### src/rtl/alu_sequencer.sv
// alu_sequencer
// Fetch/issue controller placed in front of an 8-bit clocked ALU. It holds a
// small writable program memory and runs it from PC 0 on a start pulse. For
// each instruction it presents A/B/opcode, waits out the ALU latency, then
// captures alu_out into the accumulator. The accumulator is the A operand of
// the next instruction when ASEL is 0.
//
// Instruction word:
//   [15:12] opcode (passed to the ALU unchanged)
//   [11]    HALT
//   [10]    reserved
//   [9]     ASEL: 0 -> A = acc, 1 -> A = imm
//   [8]     reserved
//   [7:0]   imm (always drives B)
//
// Parameters:
//   DEPTH    program memory entries (power of two, >= 2)
//   ALU_LAT  ALU cycles from inputs sampled to alu_out valid (>= 1)
//
// Ports:
//   clk, reset     clock, synchronous active-high reset
//   start          run request, honoured only when idle
//   prog_we/addr/data  program write port, honoured only when idle
//   alu_out        ALU result
//   alu_a/alu_b/alu_opcode  ALU operands
//   acc            accumulator (cleared only by reset)
//   pc             address of current/next instruction
//   busy           high whenever not idle
//   done           one-cycle pulse when a HALT is reached

module alu_sequencer #(
   parameter int DEPTH   = 16,
   parameter int ALU_LAT = 1
) (
   input  logic                     clk,
   input  logic                     reset,
   input  logic                     start,
   input  logic                     prog_we,
   input  logic [$clog2(DEPTH)-1:0] prog_addr,
   input  logic [15:0]              prog_data,
   input  logic [7:0]               alu_out,
   output logic [7:0]               alu_a,
   output logic [7:0]               alu_b,
   output logic [3:0]               alu_opcode,
   output logic [7:0]               acc,
   output logic [$clog2(DEPTH)-1:0] pc,
   output logic                     busy,
   output logic                     done
);

   localparam int AW = $clog2(DEPTH);
   localparam int CW = $clog2(ALU_LAT + 1);

   typedef enum logic [2:0] {
      IDLE,
      FETCH,
      ISSUE,
      WAIT,
      DONE
   } state_t;

   state_t        state;
   logic [15:0]   mem [DEPTH];
   logic [15:0]   ir;
   logic [7:0]    a_q;
   logic [7:0]    b_q;
   logic [3:0]    op_q;
   logic [CW-1:0] cnt;
   logic [7:0]    issue_a;
   logic          unused_ir;

   // Reserved bits are never decoded; HALT is decided straight from the
   // memory word during FETCH, so the IR copy of it is not needed either.
   assign unused_ir = ^{ir[11:10], ir[8]};

   assign issue_a = ir[9] ? ir[7:0] : acc;

   // The operands are presented during ISSUE itself so that the ALU samples
   // them at the ISSUE->WAIT edge; with that alignment the result is valid in
   // the last WAIT cycle for any ALU_LAT. From then on the captured copies
   // hold the ALU inputs steady until the next ISSUE.
   always_comb begin
      alu_a      = a_q;
      alu_b      = b_q;
      alu_opcode = op_q;
      if (state == ISSUE) begin
         alu_a      = issue_a;
         alu_b      = ir[7:0];
         alu_opcode = ir[15:12];
      end
   end

   // Program memory is never cleared; writes land only while idle so a
   // running program cannot be modified under its own feet.
   always_ff @(posedge clk) begin
      if (!reset && prog_we && state == IDLE)
         mem[prog_addr] <= prog_data;
   end

   always_ff @(posedge clk) begin
      if (reset) begin
         state <= IDLE;
         ir    <= '0;
         acc   <= '0;
         pc    <= '0;
         a_q   <= '0;
         b_q   <= '0;
         op_q  <= '0;
         cnt   <= '0;
         busy  <= 1'b0;
         done  <= 1'b0;
      end else begin
         done <= 1'b0;
         case (state)
            IDLE: begin
               if (start) begin
                  pc    <= '0;
                  busy  <= 1'b1;
                  state <= FETCH;
               end
            end
            FETCH: begin
               ir <= mem[pc];
               if (mem[pc][11]) begin
                  done  <= 1'b1;
                  state <= DONE;
               end else begin
                  state <= ISSUE;
               end
            end
            ISSUE: begin
               a_q   <= issue_a;
               b_q   <= ir[7:0];
               op_q  <= ir[15:12];
               cnt   <= CW'(ALU_LAT);
               state <= WAIT;
            end
            WAIT: begin
               cnt <= cnt - 1'b1;
               if (cnt == CW'(1)) begin
                  acc   <= alu_out;
                  pc    <= pc + 1'b1;  // wraps modulo DEPTH
                  state <= FETCH;
               end
            end
            DONE: begin
               busy  <= 1'b0;
               state <= IDLE;
            end
            default: begin
               busy  <= 1'b0;
               state <= IDLE;
            end
         endcase
      end
   end

endmodule

### config.mk
export PLATFORM = sky130hd
export DESIGN_NAME = alu_sequencer
export DESIGN_NICKNAME = d
export VERILOG_FILES = /design/src/rtl/alu_sequencer.sv
export SDC_FILE = /design/constraint.sdc
export NUM_CORES = 1
export LEC_CHECK = 0
export CELL_PAD_IN_SITES_DETAIL_PLACEMENT = 2
export CELL_PAD_IN_SITES_GLOBAL_PLACEMENT = 2
export CORE_UTILIZATION = 45
export DETAILED_ROUTE_END_ITERATION = 8
export PLACE_DENSITY_LB_ADDON = 0.05
export SKIP_CTS_REPAIR_TIMING = 1
export SLEW_MARGIN = 10
export SYNTH_ARGS = -nofsm -noshare
export SYNTH_HDL_FRONTEND = slang
export SYNTH_SLANG_ARGS = --single-unit
### constraint.sdc
create_clock -name clk -period 4 [get_ports clk]
set_clock_uncertainty 0.2 [all_clocks]
set_input_delay 0.4 -clock clk [delete_from_list [all_inputs] [get_ports clk]]
set_output_delay 0.4 -clock clk [all_outputs]
set_load 0.02 [all_outputs]
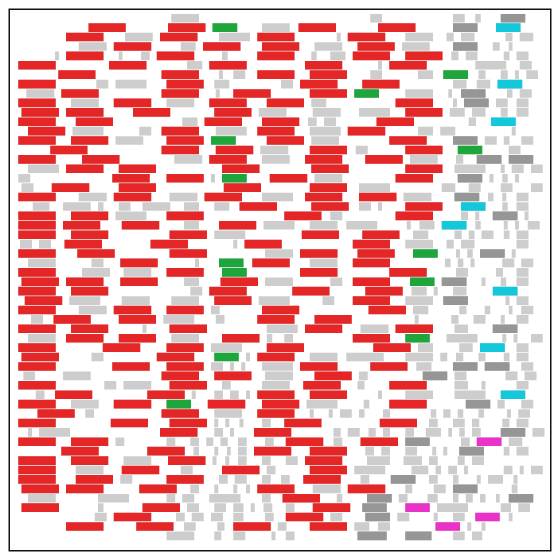
Fig. 1. Sequential cells grouped by signal name.
`a_q`: shown in cyan, placed flops 8. `ir`: shown in green, placed flops 13. `mem`: shown in red, placed flops 224, where all over the die. `pc`: shown in magenta, placed flops 4, where lower right.

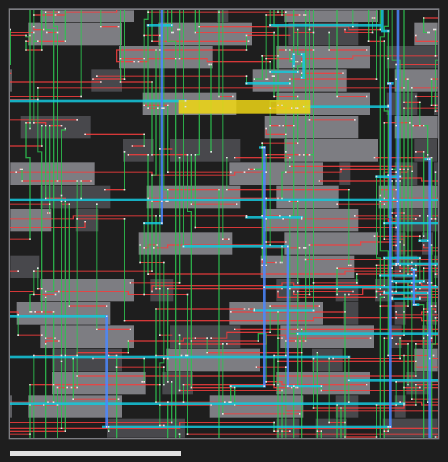
Fig. 2. Zoomed window.
Scale bar: 20 um. Region (14, 14) to (64, 64) um. Cells in grey, sequential cells in the stronger grey; small squares are vias.
M4: shown in blue. M3: shown in cyan. M1: shown in red. M2: shown in green. M5: shown in yellow.
Most frequent: edfxtp_1 (29), mux4_2 (7), buf_4 (6). Sequential cells in the window: 31. 69 logic cells have their middle in the window. Netlist names of flops here include `mem` (29), `ir` (2).

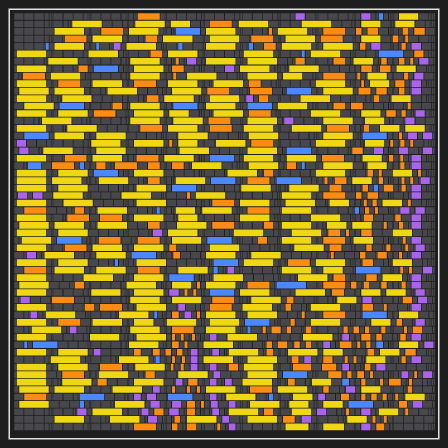
Fig. 3. Placement by cell class.
Fill, decap, tap and diode cells in grey.
remaining logic cells: shown in orange, cells 262, share of their area 22%. remaining buffers and delay cells: shown in purple, cells 96, share of their area 7.2%. registers: shown in yellow, cells 279, share of their area 64%. clock drivers and dummy loads: shown in blue, cells 52, share of their area 7.1%.

==> flow_metrics.env <==
# source this file to load flow results
export IMPL_status="finished clean"
export IMPL_finalSetupViolations=0
export IMPL_antenna_found_initial=2
export IMPL_critPathKind="register to output pin"
export IMPL_maxPowerGroup="registers"
export IMPL_grt_most_used_layer="met2"
export IMPL_drt_total_wl_mm=26.62
export IMPL_seq_power_mw=3.18
export IMPL_end_kind="output pin"
export IMPL_post_route_period_util=0.7826
export IMPL_yosys_area_um2=10680
export IMPL_chipArea_um2=24350
export IMPL_pwr_share_comb=0.033
export IMPL_p_int_mw=4.640
export IMPL_vias=5630
export IMPL_switchingPower_mw=1.214
export IMPL_cp_num_buf_inv=2
export IMPL_first_pass_iters=4
export IMPL_yosys_warnings=0
export IMPL_power_density_nw_per_um2=461.6
export IMPL_async_reset_ff_frac=0
export IMPL_ioPinCount=66
export IMPL_drt_iter0_markers=257
export IMPL_root_buffer="clkbuf_16"
export IMPL_grt_pass1_wl_mm=39.92
export IMPL_drc=0
export IMPL_drv_slew=0
export IMPL_nets=701
export IMPL_drive_above_1_share=0.2337
export IMPL_routedWlPerCell_um=26.40
export IMPL_clock_sinks=279
export IMPL_met2_usage=0.4230
export IMPL_io_buffer_count=63
export IMPL_clkPwrFrac=0.423
export IMPL_ff_type="edfxtp_1"
export IMPL_hold_violations=0
export IMPL_postLayoutCoreUtil=0.5420
export IMPL_required_ns=3.40
export IMPL_postSynthAreaPerCell_um2=18.70
export IMPL_diodes=0
export IMPL_syn_area_um2=10680
export IMPL_grt_pass1_vias=6239
export IMPL_grt_met1_usage=0.2762
export IMPL_vdd_ir_drop_max_mv=0.3173
export IMPL_cp_slowest_cell="clkdlybuf4s50_1"
export IMPL_slew_headroom=0.2625
export IMPL_worst_pin_slew_ns=1.106
export IMPL_grt_use_total=0.2289
export IMPL_critical_path_top_delay_family="buffers and inverters"
export IMPL_synth_cell_types=41
export IMPL_grt_max_degree=35
export IMPL_p_leak_nw=4.013
export IMPL_h_tree_depth=1
export IMPL_drv_cap=0
export IMPL_ys_seq_share=0.7330
export IMPL_switching_share=0.2073
export IMPL_crit_arrival_ns=2.53
export IMPL_cts_made_buffers=29
export IMPL_startpoint_type="register"
export IMPL_syn_nets=604
export IMPL_p_seq_frac=0.544
export IMPL_netlist_instances=571
export IMPL_critPathMaxStageDelay_ns=0.56
export IMPL_synth_edff_count=224
export IMPL_warnings=29
export IMPL_rows=56
export IMPL_dp_hpwl_mm=17.29
export IMPL_hp_class="primary input to register"
export IMPL_grt_remaining_overflow=0
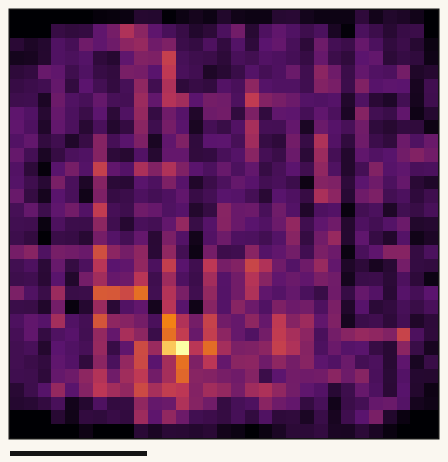
Fig. 4. Wiring heat map.
Scale bar: 50 um. The die is cut into 31 by 31 equal tiles; black is low, pale yellow is high, scaled to the fullest tile. Values are wire area over tile area, all layers added.
The mean over all tiles is 0.17. 3.3% of the tiles are over half the peak. The densest ninth of the die: bottom centre. 3.4% of the tiles are nearly empty. The fullest tile reaches 0.75.

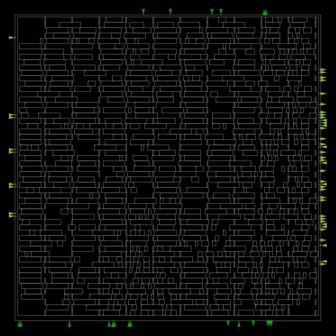
Fig. 5. Placement view.
# Taps: 319
Fill cells: 2,059
CORE AREA: 23,400 um^2

metrics by stage:
step | hold WS, ns | total power, mW | setup slack (ns) | area, um^2 | std cells
after detailed placement | 0.2695 | 3.439 | 1.201 | 11820 | 956
after floorplan | 0.2307 | 3.316 | 1.178 | 10680 | 571
after global placement | 0.2590 | 3.420 | 1.285 | 11820 | 956
after CTS | 0.1982 | 5.917 | 0.8363 | 12680 | 1008
after global routing | 0.2251 | 6.010 | 0.6645 | 12680 | 1008
final | 0.2200 | 5.854 | 0.8697 | 12680 | 1008
worst paths after layout:
kind,from,end,slack (ns),cells after the start
max,state[1]$_SDFFE_PP0P_,alu_opcode[3],0.87,4
min,alu_out[1],acc[1]$_SDFFE_PP0P_,0.22,3
max reg2reg,state[2]$_SDFFE_PP0P_,mem[0][15]$_DFFE_PP_,1.31,5
min reg2reg,busy$_SDFFE_PP0P_,busy$_SDFFE_PP0P_,0.28,1
Yosys cell counts (3+ instances only):
library cell | count | area share
o211ai_1 | 3 | 0.0021
nor3_1 | 7 | 0.0033
a22oi_2 | 10 | 0.012
edfxtp_1 | 224 | 0.63
mux2_1 | 12 | 0.013
clkbuf_1 | 8 | 0.0028
mux2i_1 | 25 | 0.023
nand2_1 | 35 | 0.012
buf_6 | 5 | 0.0053
nor2_1 | 25 | 0.0088
buf_2 | 14 | 0.0066
nand4_1 | 3 | 0.0018
nor2b_1 | 23 | 0.013
inv_1 | 3 | 0.0011
o211ai_2 | 10 | 0.012
a21oi_1 | 20 | 0.0094
a22oi_1 | 4 | 0.0028
dfxtp_1 | 55 | 0.10
nand2b_1 | 3 | 0.0018
mux4_2 | 54 | 0.11
kinds of logic after synthesis:
| family | after synthesis | synth area share |
|---|---|---|
| simple gates | 109 | 0.05249 |
| flops | 279 | 0.7330 |
| mux | 91 | 0.1500 |
| xor+xnor | 3 | 0.002461 |
| fa+ha+maj | 1 | 0.001171 |
| compound gates | 55 | 0.04382 |
| buf+inv | 33 | 0.01711 |
sequential cells by signal (all words and copies together), names as in the netlist, named ones only:
signal / cells
cnt: 1
b_q: 8
ir: 13
mem: 224
pc: 4
acc: 8
busy: 1
state: 3
a_q: 8
done: 1
op_q: 4
per-layer routing:
layer	up-vias	routed length, um
li1	2472	-
met1	2959	10540
met2	158	14260
met3	39	1297
met4	2	506
met5	-	13
cell type report:
type                    instances  area [um^2]  share of cell area
clock buffers                  34        754.5             0.05949
clock inverters                18        113.9            0.008977
inverters                       3        11.26           0.0008878
multi-input cells             259         2694              0.2124
flip-flops and latches        279         7833              0.6175
well taps                     319        399.1             0.03147
repair buffers                 96        878.3             0.06925
worst reg2reg max path: cells and delay by family (launching register included):
family                 cells  cell delay (ns)
and+or+nand+nor            4             1.44
DFF                        1             0.39
buffers and inverters      1             0.31
cells in the final DEF, fill, tap and decap left out, types with 5 or more instances in the layout:
cell type / n
buf_4: 33
a22oi_2: 10
clkinv_1: 5
dfxtp_1: 53
mux2_1: 12
nor2_1: 25
clkdlybuf4s50_1: 63
nor2b_1: 23
clkinv_2: 10
mux4_2: 54
o211ai_2: 10
mux2i_1: 25
nand2_1: 35
clkbuf_16: 29
edfxtp_1: 224
a21oi_1: 20
Power and IR drop assume default switching activity.
